### Where the registers sit

(6 px per um)
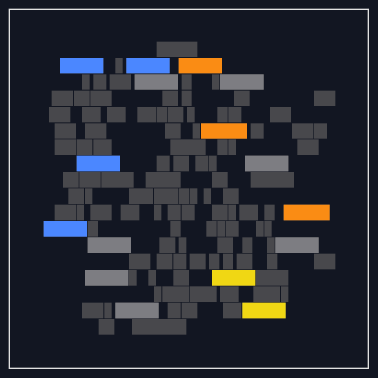
### Met3 routing

(4 px per um) Cells faint in the background.
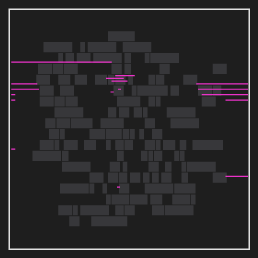
### src/rtl/fifo_uart_pkg.sv
// Shared types and sizes for the nibble FIFO UART transmitter.
// Frame layout: start bit, NIBBLE_W data bits (LSB first), optional parity bit, stop bit(s).
package fifo_uart_pkg;

    localparam int NIBBLE_W = 4;

    typedef enum logic [2:0] {
        ST_IDLE   = 3'd0,
        ST_REQ    = 3'd1,
        ST_WAIT   = 3'd2,
        ST_START  = 3'd3,
        ST_DATA   = 3'd4,
        ST_PARITY = 3'd5,
        ST_STOP   = 3'd6
    } state_t;

    // Serial bit slots in one frame.
    function automatic int frame_bits(input int parity_en, input int stop_bits);
        return 1 + NIBBLE_W + parity_en + stop_bits;
    endfunction

    localparam int FRAME_BITS_DEFAULT = frame_bits(1, 1);

endpackage

### src/rtl/uart_bit_timer.sv
// Baud counter for the serial transmitter.
// o_bit_tick marks the last clk of a bit; o_pre_tick marks the clk just before it.
module uart_bit_timer #(
    parameter int CLKS_PER_BIT = 4
) (
    input  logic clk,
    input  logic rst_n,
    input  logic i_clear,
    output logic o_bit_tick,
    output logic o_pre_tick
);

    localparam int CNT_W = (CLKS_PER_BIT > 1) ? $clog2(CLKS_PER_BIT) : 1;

    logic [CNT_W-1:0] r_count;

    // NOTE: sequential state uses non-blocking assignments so every flop samples pre-edge values.
    always_ff @(posedge clk) begin
        if (!rst_n) begin
            r_count <= '0;
        end else if (i_clear || o_bit_tick) begin
            r_count <= '0;
        end else begin
            r_count <= r_count + 1'b1;
        end
    end

    assign o_bit_tick = (r_count == CNT_W'(CLKS_PER_BIT - 1));
    assign o_pre_tick = (r_count == CNT_W'(CLKS_PER_BIT - 2));

endmodule

### src/rtl/fifo_nibble_uart_tx.sv
// Drains the nibble FIFO one entry per frame and serialises it on tx.
// All outputs are registered; the FSM computes next values, one flop stage holds them.
module fifo_nibble_uart_tx
    import fifo_uart_pkg::*;
#(
    parameter int CLKS_PER_BIT = 4,
    parameter int PARITY_EN    = 1,
    parameter int STOP_BITS    = 1
) (
    input  logic                clk,
    input  logic                rst_n,
    input  logic                ena,
    input  logic                fifo_empty,
    input  logic [NIBBLE_W-1:0] fifo_rd_data,
    output logic                fifo_rd_en,
    output logic                tx,
    output logic                busy,
    output logic                frame_done
);

    state_t              r_state;
    state_t              w_state_next;
    logic [NIBBLE_W-1:0] r_shift;
    logic [NIBBLE_W-1:0] w_shift_next;
    logic                r_parity;
    logic                w_parity_next;
    logic [1:0]          r_bit_cnt;
    logic [1:0]          w_bit_cnt_next;
    logic                r_tx;
    logic                w_tx_next;
    logic                r_rd_en;
    logic                w_rd_en_next;
    logic                r_busy;
    logic                w_busy_next;
    logic                r_done;
    logic                w_done_next;
    logic                w_timer_clr;
    logic                w_bit_tick;
    logic                w_pre_tick;
    logic                w_last_stop;

    // Counter restarts on every state entry so each state sees a full bit period.
    assign w_timer_clr = (w_state_next != r_state) || (r_state == ST_IDLE);
    assign w_last_stop = (r_bit_cnt == 2'(STOP_BITS - 1));

    uart_bit_timer #(
        .CLKS_PER_BIT(CLKS_PER_BIT)
    ) u_bit_timer (
        .clk        (clk),
        .rst_n      (rst_n),
        .i_clear    (w_timer_clr),
        .o_bit_tick (w_bit_tick),
        .o_pre_tick (w_pre_tick)
    );

    // NOTE: the shift register and parity flop are reset too, so a mid-frame abort leaves no stale data.
    always_ff @(posedge clk) begin
        if (!rst_n) begin
            r_state   <= ST_IDLE;
            r_shift   <= '0;
            r_parity  <= 1'b0;
            r_bit_cnt <= '0;
            r_tx      <= 1'b1;
            r_rd_en   <= 1'b0;
            r_busy    <= 1'b0;
            r_done    <= 1'b0;
        end else begin
            r_state   <= w_state_next;
            r_shift   <= w_shift_next;
            r_parity  <= w_parity_next;
            r_bit_cnt <= w_bit_cnt_next;
            r_tx      <= w_tx_next;
            r_rd_en   <= w_rd_en_next;
            r_busy    <= w_busy_next;
            r_done    <= w_done_next;
        end
    end

    // NOTE: every signal gets a default first, so no path through the case infers a latch.
    always_comb begin
        w_state_next   = r_state;
        w_shift_next   = r_shift;
        w_parity_next  = r_parity;
        w_bit_cnt_next = r_bit_cnt;
        w_tx_next      = r_tx;
        w_rd_en_next   = 1'b0;
        w_busy_next    = r_busy;
        w_done_next    = 1'b0;

        case (r_state)
            ST_IDLE: begin
                w_tx_next   = 1'b1;
                w_busy_next = 1'b0;
                if (ena && !fifo_empty) begin
                    w_state_next = ST_REQ;
                    w_rd_en_next = 1'b1;
                    w_busy_next  = 1'b1;
                end
            end
            ST_REQ: begin
                w_state_next = ST_WAIT;
            end
            ST_WAIT: begin
                w_shift_next  = fifo_rd_data;
                w_parity_next = ^fifo_rd_data;
                w_tx_next     = 1'b0;
                w_state_next  = ST_START;
            end
            ST_START: begin
                if (w_bit_tick) begin
                    w_state_next   = ST_DATA;
                    w_tx_next      = r_shift[0];
                    w_bit_cnt_next = '0;
                end
            end
            ST_DATA: begin
                if (w_bit_tick) begin
                    if (r_bit_cnt == 2'(NIBBLE_W - 1)) begin
                        w_bit_cnt_next = '0;
                        if (PARITY_EN != 0) begin
                            w_state_next = ST_PARITY;
                            w_tx_next    = r_parity;
                        end else begin
                            w_state_next = ST_STOP;
                            w_tx_next    = 1'b1;
                        end
                    end else begin
                        w_bit_cnt_next = r_bit_cnt + 2'd1;
                        w_shift_next   = r_shift >> 1;
                        w_tx_next      = r_shift[1];
                    end
                end
            end
            ST_PARITY: begin
                if (w_bit_tick) begin
                    w_state_next   = ST_STOP;
                    w_tx_next      = 1'b1;
                    w_bit_cnt_next = '0;
                end
            end
            ST_STOP: begin
                w_tx_next = 1'b1;
                // frame_done is registered, so raise it one clk ahead of the final stop cycle.
                if (w_last_stop && w_pre_tick) begin
                    w_done_next = 1'b1;
                end
                if (w_bit_tick) begin
                    if (w_last_stop) begin
                        w_state_next = ST_IDLE;
                        w_busy_next  = 1'b0;
                    end else begin
                        w_bit_cnt_next = r_bit_cnt + 2'd1;
                    end
                end
            end
            default: begin
                w_state_next = ST_IDLE;
                w_tx_next    = 1'b1;
                w_busy_next  = 1'b0;
            end
        endcase
    end

    assign tx         = r_tx;
    assign fifo_rd_en = r_rd_en;
    assign busy       = r_busy;
    assign frame_done = r_done;

endmodule

### config.mk
export PLATFORM = sky130hd
export DESIGN_NAME = fifo_nibble_uart_tx
export DESIGN_NICKNAME = d
export VERILOG_FILES = /design/src/rtl/fifo_uart_pkg.sv /design/src/rtl/uart_bit_timer.sv /design/src/rtl/fifo_nibble_uart_tx.sv
export SDC_FILE = /design/constraint.sdc
export NUM_CORES = 1
export LEC_CHECK = 0
export CAP_MARGIN = 20
export CELL_PAD_IN_SITES_DETAIL_PLACEMENT = 0
export CELL_PAD_IN_SITES_GLOBAL_PLACEMENT = 1
export CORE_MARGIN = 5
export CORE_UTILIZATION = 38
export CTS_BUF_LIST = sky130_fd_sc_hd__clkbuf_4
export DETAILED_ROUTE_END_ITERATION = 16
export GPL_TIMING_DRIVEN = 1
export PLACE_DENSITY = 0.78
export SYNTH_ARGS = -nofsm -noshare
export SYNTH_HDL_FRONTEND = slang
export SYNTH_HIERARCHICAL = 1
export SYNTH_SLANG_ARGS = --single-unit
### constraint.sdc
create_clock -name clk -period 1.6 [get_ports clk]
set_input_delay 0.32 -clock clk [delete_from_list [all_inputs] [get_ports clk]]
set_output_delay 0.32 -clock clk [all_outputs]
set_load 0.01 [all_outputs]
==> tab_implementation.tex <==
% Implementation results table
\begin{tabular}{lr}
\hline
Metric & Value \\
\hline
\multicolumn{2}{l}{\textbf{Placed design}} \\
\quad Count of input and output buffers & 11 \\
\quad RePlAce Congestion & roughly 0.81 \\
\multicolumn{2}{l}{\textbf{Layout}} \\
\quad Dominant logic cell types in the final layout & dfxtp\_1, nor2\_1, clkdlybuf4s50\_1, a21oi\_1, nand2\_1 \\
\quad Nonclk inv count & 5 \\
\quad Register area & approximately 320 um\^{}2 \\
\quad Fraction of area in non-clock buffers & around 15\% \\
\quad Largest area class, layout & multi-input combinational cells \\
\quad Filler cell count in the final layout & around 250 \\
\quad Area growth syn-to-layout & 24.4\% \\
\quad MI comb area & approximately 590 um\^{}2 \\
\quad Max reg flops & 4 \\
\multicolumn{2}{l}{\textbf{Run}} \\
\quad Total number of warnings across the stage logs & 28 \\
\multicolumn{2}{l}{\textbf{Synth}} \\
\quad Flip-flops with a built-in enable & 0 \\
\quad Yosys top cell area share & about a third \\
\quad Average instance area after synthesis & around 8.7 um\^{}2 \\
\quad Most common library cells after synthesis & dfxtp\_1, nor2\_1, a21oi\_1 \\
\quad Gate count of the mapped netlist & $\sim$110 \\
\quad Area share of and/or/nand/nor cells after synthesis & 19.9\% \\
\multicolumn{2}{l}{\textbf{Outcome}} \\
\quad Run status & complete, no violations \\
\multicolumn{2}{l}{\textbf{Global routing}} \\
\quad Global-route wire length before repair & 3320 um \\
\quad Most heavily used metal layer in global routing & met2 \\
\quad Met1 demand-to-capacity share in global routing & between 15 and 20\% \\
\multicolumn{2}{l}{\textbf{Power}} \\
\quad LEAKAGE & approximately 0.40 nW \\
\quad Share of total power in the clock network & between 20\% and 30\% \\
\quad Flip-flop and latch power & about 0.45 mW \\
\quad Sw power & approximately 0.25 mW \\
\multicolumn{2}{l}{\textbf{Min path}} \\
\quad Hold endpoint & u\_bit\_timer/r\_count[0] \\
\multicolumn{2}{l}{\textbf{Critical path}} \\
\quad Number of cells on the worst reg-to-reg path & 6 \\
\quad Dominant delay contributor by cell family on the critical path & AND-OR/OR-AND gates \\
\quad Startpoint of the most critical register-to-register path & r\_bit\_cnt[0] \\
\quad Critical Path Fanout Max & 4 \\
\quad Nature of the critical path endpoint & flip-flop \\
\quad Register-to-register path setup slack & 0.09 ns \\
\multicolumn{2}{l}{\textbf{Clocking}} \\
\quad Number of buffers inserted by post-CTS setup repair & 0 \\
\quad Clock root cell & clkbuf\_4 \\
\multicolumn{2}{l}{\textbf{Floorplanning}} \\
\quad CORE AREA & approximately 2400 um\^{}2 \\
\multicolumn{2}{l}{\textbf{Route}} \\
\quad Total DRC errors in the routed layout & 0 \\
\multicolumn{2}{l}{\textbf{STA}} \\
\quad WHS & around 0.47 ns \\
\quad Skew final & 0.00449 ns \\
\hline
\end{tabular}
Back to the opening pictures, 'Where the registers sit':
- u_bit_timer/r_count: yellow (sequential cells 2)
- r_shift: blue (sequential cells 4)
- r_state: orange (sequential cells 3)

Back to the opening pictures, 'Met3 routing':
- main direction: horizontal
- longest straight run: 24.8 um
- wire length on this layer: 99.6 um
- share of all routed wire: 5.1%
- nets with wire on the layer: 15

Power is estimated from default activity; no workload was simulated.
